**Power grid**

Pins as bars on the die edge.
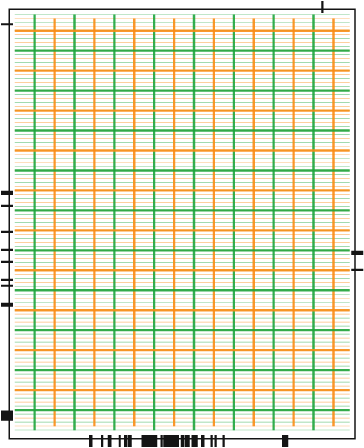
**Gate families picked out**

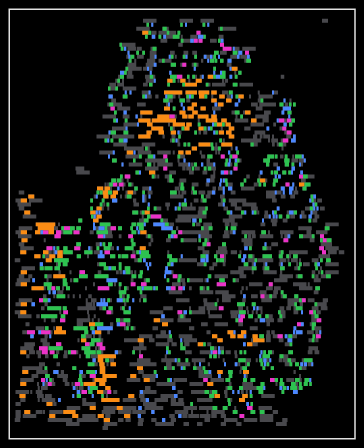
**Clock routing**

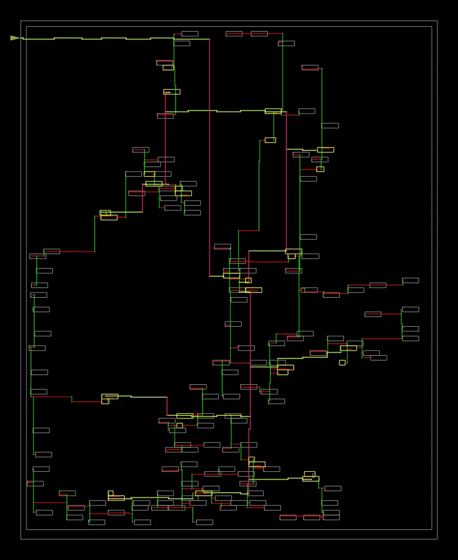
**Close-up of the layout**

Region (34, 194) to (84, 244) um. Cells in grey, sequential cells in the stronger grey; small squares are vias.
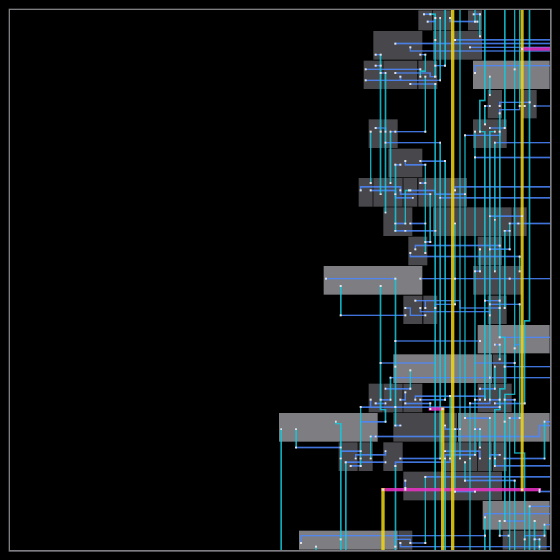
==> config.mk <==
export PLATFORM = sky130hd
export DESIGN_NAME = cordic_vectoring
export DESIGN_NICKNAME = d
export VERILOG_FILES = /design/src/rtl/cordic_vectoring.sv
export SDC_FILE = /design/constraint.sdc
export NUM_CORES = 1
export LEC_CHECK = 0
export CAP_MARGIN = 0
export CORE_ASPECT_RATIO = 1.25
export CORE_MARGIN = 3
export CORE_UTILIZATION = 25
export DETAILED_ROUTE_END_ITERATION = 12
export PLACE_DENSITY = 0.39
export SYNTH_ARGS = -nofsm -noshare
export SYNTH_HDL_FRONTEND = slang
export SYNTH_SLANG_ARGS = --single-unit
export TNS_END_PERCENT = 100
==> constraint.sdc <==
create_clock -name clk -period 10.3 [get_ports clk]
set_clock_uncertainty 0.1 [all_clocks]
set_input_delay 1.545 -clock clk [delete_from_list [all_inputs] [get_ports clk]]
set_output_delay 1.545 -clock clk [all_outputs]
set_load 0.05 [all_outputs]
==> impl_metrics.toml <==
# physical design summary
[placed_design]
detailed_place_hpwl_um = 45000
buffers_on_ports = 70
placed_cell_area_sq_um = 17600

[final_layout]
mi_logic_area_sq_um = 12100
antenna_cells_inserted = 0
total_of_fill_cells_in_the_finished_design = 7066
area_growth_syn_to_layout_pct = 11.6
final_nets = 2163
final_util = 0.282

[die]
tap_cells = 848
chip_area_sq_um = 68400

[clocking]
cts_root_buf = "sky130_fd_sc_hd__clkbuf_16"
clk_path_buf_depth = 2
cts_htree_levels = 4
cts_setup_buffers = 0

[yosys]
synth_sequential_area_ratio = 0.195
number_of_synthesized_register_bits = 127
yosys_warnings = 0
synth.cell_area_sq_um = 16300
top_cell = "sky130_fd_sc_hd__nand2_1"
synth_chip_area_sq_um = 16300
top_cell_area_share = 0.195
synthAdderAreaFrac = 0.0764
dominantRegCellSynth = "sky130_fd_sc_hd__dfrtp_1"

[min_path]
min_path_cells = 1

[sta]
slew-limit-headroom = 0.226
grt_setup_unrepaired = "no"
final_tally_of_max_slew_violations = 0
tightest_hold_margin_ns = 0.382

[critical_path]
critical_path_class = "reg -> reg"
timing.reg2reg.worst_path_depth = 20
worst-endpoint-arrival_ns = 8.02

[grt]
overflow = 0

[drt]
detail_route.first_pass.iterations = 8
drt-total-wl_um = 58700

[outcome]
status = "finished clean"
Notes on 'power grid' above:
legend:
  VDD:
    colour: orange
  VSS:
    colour: green
signal pins: 71
met5 straps: 20
rows: 104
met1 rails: 105
met4 straps: 16
die span in y: 292 um
floorplan core area: 64,500 sq um
Die Wd: 234 um

Notes on 'gate families picked out' above:
legend:
  AND-OR and OR-AND gates:
    colour: magenta
    cells: 99
  NOR gates:
    colour: blue
    cells: 309
  inverting AOI/OAI gates:
    colour: green
    cells: 542
  multiplexers:
    colour: orange
    cells: 166
Comb/total area: 0.666
non-filler cells, final: 2,893

Notes on 'clock routing' above:
number of sinks handled by clock tree synthesis: 127

Notes on 'close-up of the layout' above:
legend:
  met3:
    colour: magenta
  met2:
    colour: cyan
  met4:
    colour: yellow
  met1:
    colour: blue
sequential cells in the window: 8
most frequent: nor2_1 (11), dfrtp_1 (8), a21oi_1 (7)
cells with their middle in the window: 50

[worst max-delay path: stages (launching register included)]
cell                        delay (ns)
sky130_fd_sc_hd__dfrtp_1          0.45
sky130_fd_sc_hd__nor3_1           0.51
sky130_fd_sc_hd__nand2_1          0.26
sky130_fd_sc_hd__nand2b_1         0.18
sky130_fd_sc_hd__inv_1            0.07
sky130_fd_sc_hd__ha_1             0.24
sky130_fd_sc_hd__fa_1             1.13
sky130_fd_sc_hd__mux2_2           0.32
sky130_fd_sc_hd__nand2_1          0.09
sky130_fd_sc_hd__a2111oi_1        0.62
sky130_fd_sc_hd__o32ai_4          0.22
sky130_fd_sc_hd__nand2_1          0.19
sky130_fd_sc_hd__nor4_2           0.10
sky130_fd_sc_hd__o311ai_4         0.42
sky130_fd_sc_hd__nand2_1          0.55
sky130_fd_sc_hd__o21ai_0          0.48
sky130_fd_sc_hd__mux2i_1          0.14
sky130_fd_sc_hd__a2111oi_0        0.98
sky130_fd_sc_hd__buf_4            0.25
sky130_fd_sc_hd__a21oi_1          0.04
sky130_fd_sc_hd__mux2_2           0.28
[cell families after synthesis]
| group | count (synthesis) |
|---|---|
| adders and majority gates | 96 |
| DFF | 127 |
| and+or+nand+nor | 669 |
| AOI/OAI and AO/OA | 641 |
| buffers and inverters | 222 |
| muxes | 166 |
| xor gates and xnor gates | 122 |
[cell usage in the layout, fill, tap and decap left out, types with 14 or more instances in the layout]
cell type and instances:
sky130_fd_sc_hd__clkdlybuf4s50_1 69, sky130_fd_sc_hd__o21bai_1 14, sky130_fd_sc_hd__a211oi_1 20, sky130_fd_sc_hd__mux4_2 16, sky130_fd_sc_hd__o32ai_1 14, sky130_fd_sc_hd__o21ai_0 116
sky130_fd_sc_hd__nand4_1 18, sky130_fd_sc_hd__o22ai_1 18, sky130_fd_sc_hd__nand2_1 202, sky130_fd_sc_hd__o31ai_1 15, sky130_fd_sc_hd__nor2_1 192, sky130_fd_sc_hd__nor3_1 61
sky130_fd_sc_hd__o211ai_1 26, sky130_fd_sc_hd__a21o_1 15, sky130_fd_sc_hd__ha_1 89, sky130_fd_sc_hd__o21a_1 20, sky130_fd_sc_hd__a21oi_1 164, sky130_fd_sc_hd__inv_1 102
sky130_fd_sc_hd__and3_1 18, sky130_fd_sc_hd__xor2_1 44, sky130_fd_sc_hd__xnor2_1 77, sky130_fd_sc_hd__or2_2 15, sky130_fd_sc_hd__mux2i_1 83, sky130_fd_sc_hd__buf_4 18
sky130_fd_sc_hd__nand3_1 38, sky130_fd_sc_hd__dfrtp_1 125, sky130_fd_sc_hd__o221ai_1 14, sky130_fd_sc_hd__a31oi_1 35, sky130_fd_sc_hd__clkbuf_16 17, sky130_fd_sc_hd__mux2_2 62
sky130_fd_sc_hd__or3_1 17, sky130_fd_sc_hd__nor2b_1 27
[layer usage]
layer  up-vias  wire, um  track usage
li1       7570         -            -
met3        81      1550       0.0231
met4         0      1820       0.0622
met2       313     30600        0.311
met5         -         0            0
met1      7543     24700        0.205
